**src/rtl/pm_spm_pkg.sv**
```systemverilog
// rtl/pm_spm_pkg.sv - shared command/state encodings for the SPM page writer
package pm_spm_pkg;

    typedef enum logic [1:0] {
        CMD_FILL  = 2'd0,
        CMD_ERASE = 2'd1,
        CMD_WRITE = 2'd2,
        CMD_CLEAR = 2'd3
    } cmd_e;

    typedef enum logic [1:0] {
        ST_IDLE  = 2'd0,
        ST_ERASE = 2'd1,
        ST_WRITE = 2'd2,
        ST_DONE  = 2'd3
    } state_e;

    // Wide enough for any word size; users take the low WORD_SIZE bits.
    localparam logic [63:0] ERASE_WORD = '1;

endpackage

```
**src/rtl/pm_spm_writer_if.sv**
```systemverilog
// rtl/pm_spm_writer_if.sv - CPU command side and PM write port of the SPM writer
interface pm_spm_writer_if #(
    parameter int WORD_SIZE = 16,
    parameter int ADDR_W    = 13
);
    logic                 cmd_valid_i;
    logic [1:0]           cmd_i;
    logic [ADDR_W-1:0]    z_i;
    logic [WORD_SIZE-1:0] r_i;
    logic                 cmd_rdy_o;
    logic                 busy_o;
    logic                 stall_o;
    logic                 pm_sel_o;
    logic [ADDR_W-1:0]    pm_addr_o;
    logic                 pm_we_o;
    logic [WORD_SIZE-1:0] pm_data_o;
    logic                 done_o;
    logic                 err_o;

    modport slave (
        input  cmd_valid_i, cmd_i, z_i, r_i,
        output cmd_rdy_o, busy_o, stall_o, pm_sel_o, pm_addr_o, pm_we_o,
               pm_data_o, done_o, err_o
    );

    modport master (
        output cmd_valid_i, cmd_i, z_i, r_i,
        input  cmd_rdy_o, busy_o, stall_o, pm_sel_o, pm_addr_o, pm_we_o,
               pm_data_o, done_o, err_o
    );
endinterface

```
**src/rtl/pm_page_buf.sv**
```systemverilog
// rtl/pm_page_buf.sv - one-page temporary buffer: single write port, async read, clear-all
module pm_page_buf #(
    parameter int WORD_SIZE = 16,
    parameter int PAGE_W    = 5
) (
    input  logic                 clk_i,
    input  logic                 i_clr,
    input  logic                 i_we,
    input  logic [PAGE_W-1:0]    i_widx,
    input  logic [WORD_SIZE-1:0] i_wdata,
    input  logic [PAGE_W-1:0]    i_ridx,
    output logic [WORD_SIZE-1:0] o_rdata
);
    localparam int PAGE_WORDS = 2 ** PAGE_W;

    logic [WORD_SIZE-1:0] r_mem [PAGE_WORDS];

    always_ff @(posedge clk_i) begin
        if (i_clr) begin
            for (int i = 0; i < PAGE_WORDS; i++) begin
                r_mem[i] <= '1;
            end
        end else if (i_we) begin
            r_mem[i_widx] <= i_wdata;
        end
    end

    assign o_rdata = r_mem[i_ridx];
endmodule

```
**src/rtl/pm_spm_writer.sv**
```systemverilog
// rtl/pm_spm_writer.sv - SPM page erase/write engine; PM_WRITE_PROTECT_EN guards the boot section
module pm_spm_writer
    import pm_spm_pkg::*;
#(
    parameter int WORD_SIZE  = 16,
    parameter int ADDR_W     = 13,
    parameter int PAGE_W     = 5,
    parameter int BOOT_START = 7936
) (
    input  logic             clk_i,
    input  logic             rst_i,
    pm_spm_writer_if.slave   bus
);
    localparam logic [WORD_SIZE-1:0] ERASE_DATA = ERASE_WORD[WORD_SIZE-1:0];

    state_e                      r_state;
    logic [PAGE_W-1:0]           r_cnt;
    logic [ADDR_W-PAGE_W-1:0]    r_page;
    logic                        r_sel;
    logic                        r_we;
    logic                        r_done;
    logic [ADDR_W-1:0]           r_addr;
    logic [WORD_SIZE-1:0]        r_data;

    cmd_e                        w_cmd;
    logic                        w_accept;
    logic                        w_page_op;
    logic                        w_protected;
    logic                        w_start;
    logic                        w_last;
    logic [PAGE_W-1:0]           w_next_cnt;
    logic [PAGE_W-1:0]           w_rd_idx;
    logic [WORD_SIZE-1:0]        w_rd_data;
    logic [ADDR_W-PAGE_W-1:0]    w_page;
    logic                        w_fill;
    logic                        w_clr;

    assign w_cmd      = cmd_e'(bus.cmd_i);
    assign w_accept   = bus.cmd_valid_i && (r_state == ST_IDLE);
    assign w_page_op  = w_accept && ((w_cmd == CMD_ERASE) || (w_cmd == CMD_WRITE));
    assign w_start    = w_page_op && !w_protected;
    assign w_page     = bus.z_i[ADDR_W-1:PAGE_W];
    assign w_last     = (r_cnt == '1);
    assign w_next_cnt = r_cnt + 1'b1;
    // Outputs are registered one word ahead, so the buffer is read at the next index.
    assign w_rd_idx   = (r_state == ST_IDLE) ? '0 : w_next_cnt;
    assign w_fill     = w_accept && (w_cmd == CMD_FILL);
    assign w_clr      = rst_i || (w_accept && (w_cmd == CMD_CLEAR))
                      || ((r_state == ST_WRITE) && w_last);

    pm_page_buf #(
        .WORD_SIZE (WORD_SIZE),
        .PAGE_W    (PAGE_W)
    ) u_buf (
        .clk_i   (clk_i),
        .i_clr   (w_clr),
        .i_we    (w_fill),
        .i_widx  (bus.z_i[PAGE_W-1:0]),
        .i_wdata (bus.r_i),
        .i_ridx  (w_rd_idx),
        .o_rdata (w_rd_data)
    );

    always_ff @(posedge clk_i) begin
        if (rst_i) begin
            r_state <= ST_IDLE;
            r_cnt   <= '0;
            r_page  <= '0;
            r_sel   <= 1'b0;
            r_we    <= 1'b0;
            r_done  <= 1'b0;
            r_addr  <= '0;
            r_data  <= '0;
        end else begin
            r_done <= 1'b0;
            case (r_state)
                ST_IDLE: begin
                    if (w_start) begin
                        r_state <= (w_cmd == CMD_ERASE) ? ST_ERASE : ST_WRITE;
                        r_page  <= w_page;
                        r_cnt   <= '0;
                        r_sel   <= 1'b1;
                        r_we    <= 1'b1;
                        r_addr  <= {w_page, {PAGE_W{1'b0}}};
                        r_data  <= (w_cmd == CMD_ERASE) ? ERASE_DATA : w_rd_data;
                    end
                end
                ST_ERASE, ST_WRITE: begin
                    if (w_last) begin
                        r_state <= ST_DONE;
                        r_sel   <= 1'b0;
                        r_we    <= 1'b0;
                        r_done  <= 1'b1;
                    end else begin
                        r_cnt  <= w_next_cnt;
                        r_addr <= {r_page, w_next_cnt};
                        r_data <= (r_state == ST_ERASE) ? ERASE_DATA : w_rd_data;
                    end
                end
                ST_DONE: r_state <= ST_IDLE;
                default: r_state <= ST_IDLE;
            endcase
        end
    end

`ifdef PM_WRITE_PROTECT_EN
    logic r_err;

    assign w_protected = (int'({w_page, {PAGE_W{1'b0}}}) >= BOOT_START);

    always_ff @(posedge clk_i) begin
        if (rst_i) begin
            r_err <= 1'b0;
        end else begin
            r_err <= w_page_op && w_protected;
        end
    end

    assign bus.err_o = r_err;
`else
    // No boot section exists without protection; BOOT_START can never be negative.
    assign w_protected = (BOOT_START < 0);
    assign bus.err_o   = 1'b0;
`endif

    assign bus.busy_o    = (r_state != ST_IDLE);
    assign bus.stall_o   = (r_state != ST_IDLE);
    assign bus.cmd_rdy_o = (r_state == ST_IDLE);
    assign bus.pm_sel_o  = r_sel;
    assign bus.pm_we_o   = r_we;
    assign bus.pm_addr_o = r_addr;
    assign bus.pm_data_o = r_data;
    assign bus.done_o    = r_done;
endmodule

```
**src/flat_wrapper.sv**
```systemverilog
// flat-port wrapper written by rule: the top's interface ports become plain ports
module pm_spm_writer_flat import pm_spm_pkg::*;
#(
    parameter int WORD_SIZE  = 16,
    parameter int ADDR_W     = 13,
    parameter int PAGE_W     = 5,
    parameter int BOOT_START = 7936
)
  (clk_i, rst_i, bus_cmd_valid_i, bus_cmd_i, bus_z_i, bus_r_i, bus_cmd_rdy_o, bus_busy_o, bus_stall_o, bus_pm_sel_o, bus_pm_addr_o, bus_pm_we_o, bus_pm_data_o, bus_done_o, bus_err_o);
  pm_spm_writer_if #(.WORD_SIZE(WORD_SIZE), .ADDR_W(ADDR_W)) bus_i ();
  input  logic clk_i;
  input  logic rst_i;
  input wire logic [$bits(bus_i.cmd_valid_i)-1:0] bus_cmd_valid_i;
  input wire logic [$bits(bus_i.cmd_i)-1:0] bus_cmd_i;
  input wire logic [$bits(bus_i.z_i)-1:0] bus_z_i;
  input wire logic [$bits(bus_i.r_i)-1:0] bus_r_i;
  output wire logic [$bits(bus_i.cmd_rdy_o)-1:0] bus_cmd_rdy_o;
  output wire logic [$bits(bus_i.busy_o)-1:0] bus_busy_o;
  output wire logic [$bits(bus_i.stall_o)-1:0] bus_stall_o;
  output wire logic [$bits(bus_i.pm_sel_o)-1:0] bus_pm_sel_o;
  output wire logic [$bits(bus_i.pm_addr_o)-1:0] bus_pm_addr_o;
  output wire logic [$bits(bus_i.pm_we_o)-1:0] bus_pm_we_o;
  output wire logic [$bits(bus_i.pm_data_o)-1:0] bus_pm_data_o;
  output wire logic [$bits(bus_i.done_o)-1:0] bus_done_o;
  output wire logic [$bits(bus_i.err_o)-1:0] bus_err_o;
  assign bus_i.cmd_valid_i = bus_cmd_valid_i;
  assign bus_i.cmd_i = bus_cmd_i;
  assign bus_i.z_i = bus_z_i;
  assign bus_i.r_i = bus_r_i;
  assign bus_cmd_rdy_o = bus_i.cmd_rdy_o;
  assign bus_busy_o = bus_i.busy_o;
  assign bus_stall_o = bus_i.stall_o;
  assign bus_pm_sel_o = bus_i.pm_sel_o;
  assign bus_pm_addr_o = bus_i.pm_addr_o;
  assign bus_pm_we_o = bus_i.pm_we_o;
  assign bus_pm_data_o = bus_i.pm_data_o;
  assign bus_done_o = bus_i.done_o;
  assign bus_err_o = bus_i.err_o;
  pm_spm_writer #(.WORD_SIZE(WORD_SIZE), .ADDR_W(ADDR_W), .PAGE_W(PAGE_W), .BOOT_START(BOOT_START)) u_core (.clk_i(clk_i), .rst_i(rst_i), .bus(bus_i));
endmodule
```
**config.mk**
```make
export PLATFORM = sky130hd
export DESIGN_NAME = pm_spm_writer_flat
export DESIGN_NICKNAME = d
export VERILOG_FILES = /design/src/rtl/pm_spm_pkg.sv /design/src/rtl/pm_spm_writer_if.sv /design/src/rtl/pm_page_buf.sv /design/src/rtl/pm_spm_writer.sv /design/src/flat_wrapper.sv
export SDC_FILE = /design/constraint.sdc
export NUM_CORES = 1
export LEC_CHECK = 0
export CORE_MARGIN = 5
export CORE_UTILIZATION = 50
export DETAILED_ROUTE_END_ITERATION = 10
export PLACE_DENSITY_LB_ADDON = 0.1
export RECOVER_POWER = 50
export SLEW_MARGIN = 10
export SYNTH_ARGS = -nofsm -noshare
export SYNTH_HDL_FRONTEND = slang
export SYNTH_SLANG_ARGS = --single-unit
```
**constraint.sdc**
```tcl
create_clock -name clk_i -period 9.2 [get_ports clk_i]
set_clock_uncertainty 0.15 [all_clocks]
set_input_delay 2.76 -clock clk_i [delete_from_list [all_inputs] [get_ports clk_i]]
set_output_delay 2.76 -clock clk_i [all_outputs]
set_load 0.02 [all_outputs]
```
**Run 1: routed clock nets over the placement**

Drawn at 2 px/um.
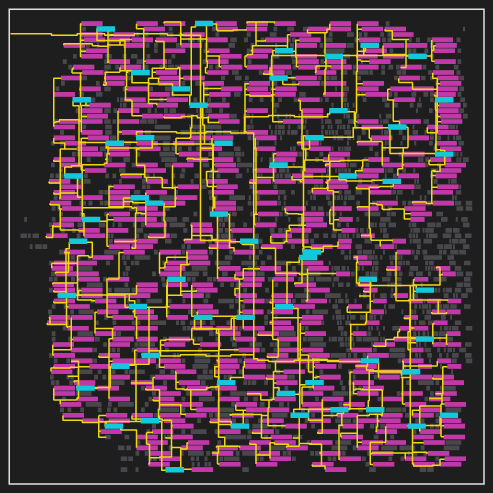
Yellow stands for clock wires, length 6760 um. Cyan stands for clock-net drivers, count 57. Magenta stands for flip-flops, count 553.
Position of the flops: widely spread. There are 58 routed clock nets.
clock share of power: 33.2%
worst skew pair latency: 0.61 ns
P_clk: 2.20 mW

**Run 1: the clock network**

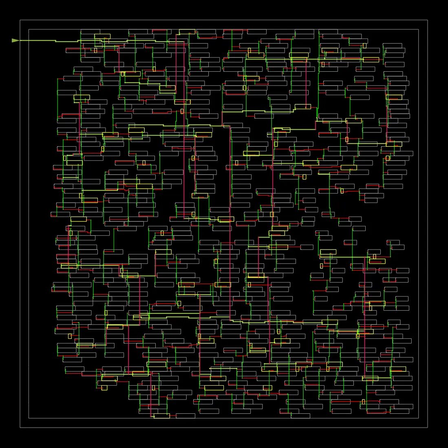
CTS Buf Count: 57
clk sinks: 553
Clock Buffer Count: 73

**Run 1: placed cells, one color a class**

Drawn at 1.5 px/um. Fill, decap, tap and diode cells in gray.
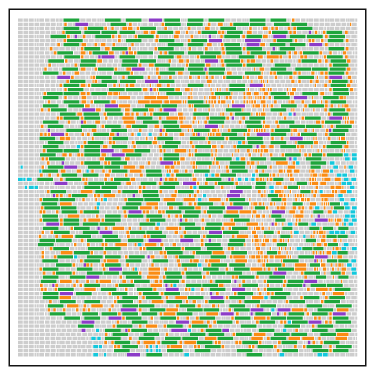
Green stands for sequential cells, cells 553, share of their area 59%. Purple stands for clock drivers and dummy loads, cells 103, share of their area 6.3%. Cyan stands for remaining buffers and delay cells, cells 111, share of their area 3.4%. Orange stands for remaining logic cells, cells 1151, share of their area 31%.

==> flow_summary.json, run 1 <==
{
  "io_pins": 70,
  "antenna_cells": 1,
  "setup_tns_ns": 0,
  "postCtsResizedCells": 0,
  "synth.avg_cell_area_um2": 13.41,
  "ff2ff_path_depth": 8,
  "cts_root_buf": "clkbuf_16",
  "drv_cap": 2,
  "grt_use_met1_pct": 36.62,
  "crit_chain": "dlygate4sd3_1, clkbuf_1, a221oi_4, buf_4, nand4b_1, nor3_1, nand3_1, nand2_1",
  "cp-start-kind": "input pin",
  "p_per_area_nw_per_um2": 234.1,
  "initCoreUtil_pct": 50.26,
  "vias": 15870,
  "drtAntennaViolNets": 0,
  "ff_count": 553,
  "finalCriticalPeriod_ns": 7.420,
  "h-tree-depth": 2,
  "worstMarginPinSlew_ns": 3.153,
  "top_area_share_pct": 59.87,
  "cpPeakStageDelay_ns": 0.74,
  "yosysMostFrequentCell": "edfxtp_1",
  "wl_per_cell_um": 27.24,
  "lay_top_count": "edfxtp_1",
  "combPwrFrac_pct": 22.6,
  "comb_share_pct": 30.28,
  "synth-main-ff-cell": "edfxtp_1",
  "setup_viol": 0,
  "drtPass1Iterations": 5,
  "postSynthCellCount": 1915,
  "met2WireLength_um": 32490,
  "timing.fmax_mhz": 134.8,
  "slew_violations": 109,
  "total_leakage_power_nw": 7.374,
  "p_seq_mw": 2.93,
  "finalHoldViolations": 0,
  "place_congestion": 0.8882,
  "critPathCaptureType": "flop",
  "fp_nets": 1959,
  "regArea_um2": 16200,
  "crit_buf_inv": 3,
  "dr_wl_met3_um": 5856,
  "whs_ns": 0.3052,
  "seq_share_pct": 57.22,
  "grt_usage_pct": 24.81,
  "ys_cells": 1915,
  "violations": "capacitance limit, slew limit",
  "hold_start": "u_core.r_page[3]",
  "slew_headroom_pct": -110.2,
  "rows": 83,
  "async_flop_share_pct": 0,
  "inverters": 6,
  "vdd_drop_max_mv": 0.1886,
  "startpoint": "rst_i",
  "ys_area_um2": 25680,
  "dp.cells": 2495,
  "total_power_mw": 6.624,
  "placed_area_um2": 26610,
  "drive_gt1_share_pct": 19.97,
  "status": "complete, but fails checks",
  "largest_class": "flip-flops and latches",
  "die_h_um": 236.6,
  "worstHoldPathCells": 2,
  "seq_power_share_pct": 44.2,
  "endpoint": "u_core.u_buf.r_mem[3][2]",
  "synthTopLogicFamily": "simple AND/OR/NAND/NOR gates",
  "cp.depth": 8,
  "switching_power_mw": 1.994,
  "slowest_stage": "clkbuf_1",
  "fin_nets": 1918
}
**Run 1: a small window of the routed layout**

Region (106, 106) to (131, 131) um. Cells in gray, sequential cells in the stronger gray; small squares are vias.
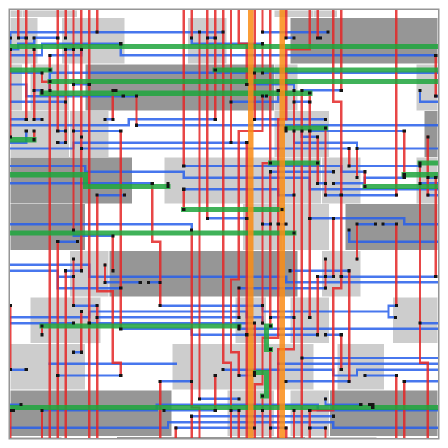

--- run 2 (diff from run 1) ---
==> constraint.sdc (replaced) <==
create_clock -name clk_i -period 7.56 [get_ports clk_i]
set_clock_uncertainty 0.15 [all_clocks]
set_input_delay 2.268 -clock clk_i [delete_from_list [all_inputs] [get_ports clk_i]]
set_output_delay 2.268 -clock clk_i [all_outputs]
set_load 0.02 [all_outputs]
**Run 2: a small window of the routed layout**

Region (106, 106) to (131, 131) um. Cells in gray, sequential cells in the stronger gray; small squares are vias.
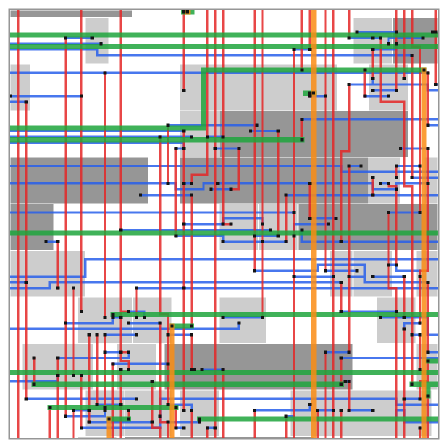
Orange stands for M4. Red stands for M2. Green stands for M3. Blue stands for M1.
27 logic cells have their middle in the window. Netlist names of flops here include u_core.u_buf.r_mem (5). Most frequent: or3_1 (6), edfxtp_1 (5). Sequential cells in the window: 5.

==> flow_summary.json, run 2 <==
{
  "status": "complete, but fails checks",
  "violations": "capacitance limit, slew limit",
  "worstMarginPinSlew_ns": 1.968,
  "dr_wl_met3_um": 5565,
  "comb_share_pct": 30.29,
  "slew_headroom_pct": -31.17,
  "vdd_drop_max_mv": 0.1901,
  "combPwrFrac_pct": 23.3,
  "setup_tns_ns": 0,
  "cp.depth": 7,
  "top_area_share_pct": 59.87,
  "clock_buffers": 75,
  "seq_power_share_pct": 44.2,
  "placed_area_um2": 26660,
  "worstHoldPathCells": 2,
  "synth-main-ff-cell": "edfxtp_1",
  "drv_cap": 1,
  "ff_count": 553,
  "cts_made_buffers": 56,
  "met2WireLength_um": 32920,
  "switching_power_mw": 2.428,
  "grt_use_met1_pct": 35.82,
  "critPathCaptureType": "flop",
  "postSynthCellCount": 1915,
  "drive_gt1_share_pct": 20.15,
  "hold_start": "u_core.r_page[3]",
  "startpoint": "rst_i",
  "slowest_stage": "nand2b_1",
  "finalHoldViolations": 0,
  "postCtsResizedCells": 0,
  "whs_ns": 0.3041,
  "crit_chain": "dlygate4sd3_1, clkbuf_1, a221oi_4, nand4b_4, nor3_1, clkbuf_1, nand2b_1",
  "wl_per_cell_um": 27.06,
  "h-tree-depth": 2,
  "rows": 83,
  "setup_viol": 0,
  "total_power_mw": 7.981,
  "cpPeakStageDelay_ns": 0.78,
  "vias": 15860,
  "slew_violations": 43,
  "synthTopLogicFamily": "simple AND/OR/NAND/NOR gates",
  "p_seq_mw": 3.53,
  "place_congestion": 0.8916,
  "largest_class": "flip-flops and latches",
  "synth.avg_cell_area_um2": 13.41,
  "drtAntennaViolNets": 0,
  "yosysMostFrequentCell": "edfxtp_1",
  "p_per_area_nw_per_um2": 282.2,
  "cts_root_buf": "clkbuf_16"
}
**Run 2: routed clock nets over the placement**

Drawn at 2 px/um.
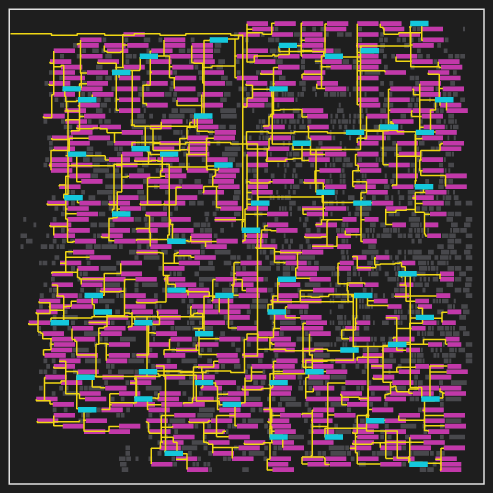

--- run 3 (diff from run 2) ---
==> constraint.sdc (replaced) <==
create_clock -name clk_i -period 5.6 [get_ports clk_i]
set_clock_uncertainty 0.15 [all_clocks]
set_input_delay 1.68 -clock clk_i [delete_from_list [all_inputs] [get_ports clk_i]]
set_output_delay 1.68 -clock clk_i [all_outputs]
set_load 0.02 [all_outputs]
**Run 3: routed clock nets over the placement**

Drawn at 2 px/um.
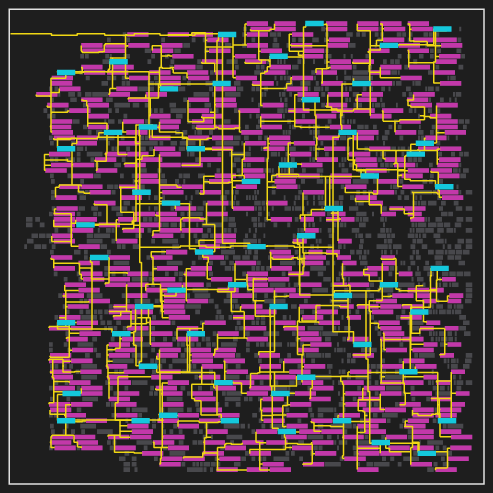
Magenta stands for flip-flops, count 553. Yellow stands for clock wires, length 6800 um. Cyan stands for clock-net drivers, count 57.
Position of the flops: widely spread.

==> flow_summary.json, run 3 <==
{
  "overflow": 0,
  "violations": "capacitance limit, slew limit",
  "syn_area_um2": 25680,
  "hold_start": "u_core.r_page[2]",
  "status": "complete, but fails checks",
  "rows": 83,
  "critPathCaptureType": "flop",
  "adder_share_pct": 0.4872,
  "synth-main-ff-cell": "edfxtp_1",
  "p_seq_mw": 4.81,
  "startpoint": "bus_cmd_i[0]",
  "total_leakage_power_nw": 7.694,
  "worstMarginPinSlew_ns": 1.957,
  "slew_violations": 68,
  "seq_power_share_pct": 42.6,
  "cts_root_buf": "clkbuf_16",
  "min_to": "u_core.r_page[2]",
  "vdd_drop_max_mv": 0.2393,
  "total_power_mw": 11.29,
  "top_area_share_pct": 59.87,
  "largest_class": "flip-flops and latches",
  "clock_buffers": 68,
  "cp.depth": 7,
  "path_clk_slew_ns": 0.06,
  "combPwrFrac_pct": 22.4,
  "synth.avg_cell_area_um2": 13.41,
  "met2WireLength_um": 32090,
  "finalHoldViolations": 0,
  "critPathMaxFanout": 8,
  "drv_cap": 2,
  "h-tree-depth": 2,
  "dr_wl_met3_um": 4909,
  "drtAntennaViolNets": 0,
  "num-multi-input-gates": 1145,
  "slowest_stage": "o21ai_0",
  "placed_area_um2": 27100,
  "grt_use_met1_pct": 36.39,
  "postSynthCellCount": 1915,
  "setup_tns_ns": 0,
  "place_congestion": 0.8212,
  "cpPeakStageDelay_ns": 0.64,
  "slew_headroom_pct": -30.47,
  "setup_viol": 0,
  "vias": 16070,
  "ff_count": 553,
  "worstHoldPathCells": 2,
  "p_per_area_nw_per_um2": 390.6,
  "io_pins": 70,
  "cts_made_buffers": 57,
  "wl_per_cell_um": 26.21,
  "postCtsResizedCells": 0,
  "required_ns": 5.70,
  "drive_gt1_share_pct": 21.46,
  "dp.cells": 2551,
  "whs_ns": 0.3064
}
Power and IR drop assume default switching activity.
